### src/rtl/mixer_lo_sequencer.sv
// rtl/mixer_lo_sequencer.sv - quadrature LO code sequencer with phase-hold divider; optional sideband select under MIXER_LO_SSB_EN
module mixer_lo_sequencer #(
  parameter int DIV_W     = 8,
  parameter int DIV_RESET = 3
) (
  input  logic             clock,
  input  logic             reset,
  input  logic             run,
  input  logic             cfg_valid,
  output logic             cfg_ready,
  input  logic [DIV_W-1:0] cfg_div,
`ifdef MIXER_LO_SSB_EN
  input  logic             cfg_lsb,
`endif
  output logic [1:0]       LO_i,
  output logic [1:0]       LO_q,
  output logic             lo_strobe,
  output logic             busy
);

  typedef enum logic [1:0] {
    IDLE  = 2'd0,
    RUN   = 2'd1,
    DRAIN = 2'd2
  } state_t;

  localparam logic [1:0] CODE_ZERO = 2'b00;
  localparam logic [1:0] CODE_POS  = 2'b01;
  localparam logic [1:0] CODE_NEG  = 2'b10;

  state_t           state, state_n;
  logic [1:0]       phase, phase_n;
  logic [DIV_W-1:0] tick, tick_n;
  logic [DIV_W-1:0] div_r;
  logic             lsb_r;
  logic             active;
  logic             boundary;
  logic             cfg_fire;

  assign active    = (state != IDLE);
  // Last clock of the last phase: the only place a new period may be reconfigured.
  assign boundary  = active && (phase == 2'd3) && (tick == div_r);
  assign cfg_ready = !active || boundary;
  assign cfg_fire  = cfg_valid && cfg_ready;
  assign busy      = active;
  assign lo_strobe = active && (phase == 2'd0) && (tick == '0);

  // State, phase and hold counter registers.
  always_ff @(posedge clock) begin
    if (reset) begin
      state <= IDLE;
      phase <= 2'd0;
      tick  <= '0;
    end else begin
      state <= state_n;
      phase <= phase_n;
      tick  <= tick_n;
    end
  end

  // Configuration registers; a handshake only completes in IDLE or on a boundary.
  always_ff @(posedge clock) begin
    if (reset) begin
      div_r <= DIV_W'(DIV_RESET);
    end else if (cfg_fire) begin
      div_r <= cfg_div;
    end
  end

`ifdef MIXER_LO_SSB_EN
  // Sideband select travels with the divider through the same handshake.
  always_ff @(posedge clock) begin
    if (reset) begin
      lsb_r <= 1'b0;
    end else if (cfg_fire) begin
      lsb_r <= cfg_lsb;
    end
  end
`else
  assign lsb_r = 1'b0;
`endif

  // Next-state logic: counters keep running through DRAIN so a re-request is glitch free.
  always_comb begin
    state_n = state;
    phase_n = phase;
    tick_n  = tick;
    case (state)
      IDLE: begin
        if (run) begin
          state_n = RUN;
          phase_n = 2'd0;
          tick_n  = '0;
        end
      end
      RUN, DRAIN: begin
        if (tick == div_r) begin
          tick_n  = '0;
          phase_n = phase + 2'd1;
        end else begin
          tick_n  = tick + 1'b1;
        end
        if (boundary) begin
          state_n = run ? RUN : IDLE;
        end else if (state == RUN && !run) begin
          state_n = DRAIN;
        end else if (state == DRAIN && run) begin
          state_n = RUN;
        end
      end
      default: begin
        state_n = IDLE;
        phase_n = 2'd0;
        tick_n  = '0;
      end
    endcase
  end

  // Phase decode from registered state only; lower sideband mirrors Q in phases 1 and 3.
  always_comb begin
    LO_i = CODE_ZERO;
    LO_q = CODE_ZERO;
    if (active) begin
      case (phase)
        2'd0: LO_i = CODE_POS;
        2'd1: LO_q = lsb_r ? CODE_NEG : CODE_POS;
        2'd2: LO_i = CODE_NEG;
        default: LO_q = lsb_r ? CODE_POS : CODE_NEG;
      endcase
    end
  end

endmodule

### config.mk
export PLATFORM = sky130hd
export DESIGN_NAME = mixer_lo_sequencer
export DESIGN_NICKNAME = d
export VERILOG_FILES = /design/src/rtl/mixer_lo_sequencer.sv
export SDC_FILE = /design/constraint.sdc
export NUM_CORES = 1
export LEC_CHECK = 0
export ABC_AREA = 1
export CORE_AREA = 2 2 53 55
export CTS_BUF_LIST = sky130_fd_sc_hd__clkbuf_4
export CTS_CLUSTER_SIZE = 10
export DETAILED_ROUTE_END_ITERATION = 10
export DIE_AREA = 0 0 55 57
export GPL_TIMING_DRIVEN = 1
export PLACE_DENSITY = 0.82
export SLEW_MARGIN = 25
export SYNTH_ARGS = -nofsm -noshare
export SYNTH_HDL_FRONTEND = slang
export SYNTH_SLANG_ARGS = --single-unit
export TNS_END_PERCENT = 5
### constraint.sdc
create_clock -name clock -period 1.6 [get_ports clock]
set_clock_uncertainty 0.2 [all_clocks]
set_input_delay 0.24 -clock clock [delete_from_list [all_inputs] [get_ports clock]]
set_output_delay 0.24 -clock clock [all_outputs]
set_load 0.02 [all_outputs]
met3.png
Drawn at 6 px/um.
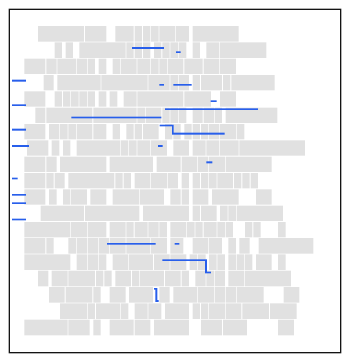
nets with wire on the layer: 18
wire length on this layer: 87.8 um

final_congestion.png
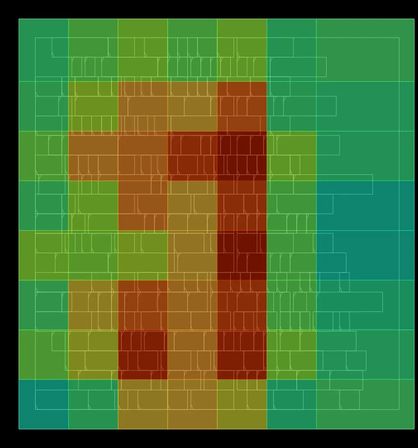
GRT Overall Usage: 0.227
busiest grt layer: met2
final routed wire length divided by cell count: 12.0 um
final core utilization: 0.743

==> Changelog: implementation <==
## Implementation

* Yosys cell count at 188
* Vert. Die Dim at 57 um
* Register share of total power at 0.215
* Adder-cell share of the synthesized area at 0.112
* Number of synthesized flops with an enable pin at 0
* Cell depth of the worst setup path at 9
* Clock tree root driver cell: sky130_fd_sc_hd__clkbuf_4
* Count of port buffers added during placement at 18
* Power Combinational at 2330 uW
* Non-clock buffering overhead at 0.236
* Dominant cells by area after synthesis: sky130_fd_sc_hd__dfxtp_1, sky130_fd_sc_hd__nand2_1, sky130_fd_sc_hd__ha_1
* Die X at 55 um
* Violation count after the first detailed-routing iteration at 43
* Result of the run: complete, but fails checks
* TritonCTS clock tree: done
* Final tally of hold violations at 0
* Endpoints failing setup at 27
* Number of nets at the end of the flow at 270
* Pint at 1970 uW
* Critical Path Source: tick[3]
* Sequential-cell power consumption at 749 uW
* Most frequent logic cells in the routed design: sky130_fd_sc_hd__nand2_1, sky130_fd_sc_hd__buf_4, sky130_fd_sc_hd__nor2_1, sky130_fd_sc_hd__inv_1, sky130_fd_sc_hd__dfxtp_2
* Full die area at 3140 um^2
* Area inside the core boundary at 2620 um^2
* Number of nets in the synthesized netlist at 211
* Required time worst endpoint at 1.16 ns
* Num CTS Buffers at 3
* Buffer depth of the longest clock path at 2
* Ys Warns at 0
* Worst R2R Path Depth at 12
* Final worst-path setup slack at -0.402 ns
* Dominant flop cell: sky130_fd_sc_hd__dfxtp_1
* Power share of the clock group at 0.117
* Area reported by Yosys stat at 1230 um^2
* Biggest area consumer among cell classes: logic gates
* Number of multi-input combinational cells in the layout at 133
* Critical Path Source Type: flop
* Sequential cell area at 422 um^2
* Hold path endpoint: div_r[1]
* Power density cells at 1800 nW/um^2
* Leading post-synthesis cells by instance count: sky130_fd_sc_hd__nand2_1, sky130_fd_sc_hd__nor2_1, sky130_fd_sc_hd__inv_1, sky130_fd_sc_hd__dfxtp_1, sky130_fd_sc_hd__ha_1
* Number of top-level design ports at 19
* Non-clock inverter instance count of the final layout at 34
* M2 GR Usage at 0.376
* Detail Route Antenna Nets at 0
* Number of post-CTS setup repair buffers at 4
* Count of pins over their slew limit at 0
* Max Fclk at 500 MHz
* Number of sinks driven by the clock tree at 20
* Failing checks: negative setup slack
* Gate Count Post-Synth at 188
* Share of the cycle needed by the critical path after routing at 1.25
* And+or+nand+nor area frac at 0.345
* Detailed-route vias per instance at 4.89
* Power attributed to the clock group at 409 uW
* Placer Congestion at 0.878
* Number of global-route vias before repair at 1257
* Share of flip-flops with an asynchronous set or reset at 0
* Number of warnings in the stage logs at 37
* Fraction of layout instances using a drive strength above 1 at 0.419
* Slowest CP cell: sky130_fd_sc_hd__dfxtp_1
* Measured slew at the worst slew-check pin at 0.287 ns
* Maximum cell stage delay along the critical path at 0.42 ns
* Post-synthesis sequential area ratio at 0.327
* Setup slack on the worst flop-to-flop path at -0.35 ns
* Tap cells at 31
* Multiplexer area fraction after synthesis at 0
* Leading area contributor after synthesis: sky130_fd_sc_hd__dfxtp_1
* Cell Rows at 19
No activity file was given, so power comes from the tool's default toggle rates.
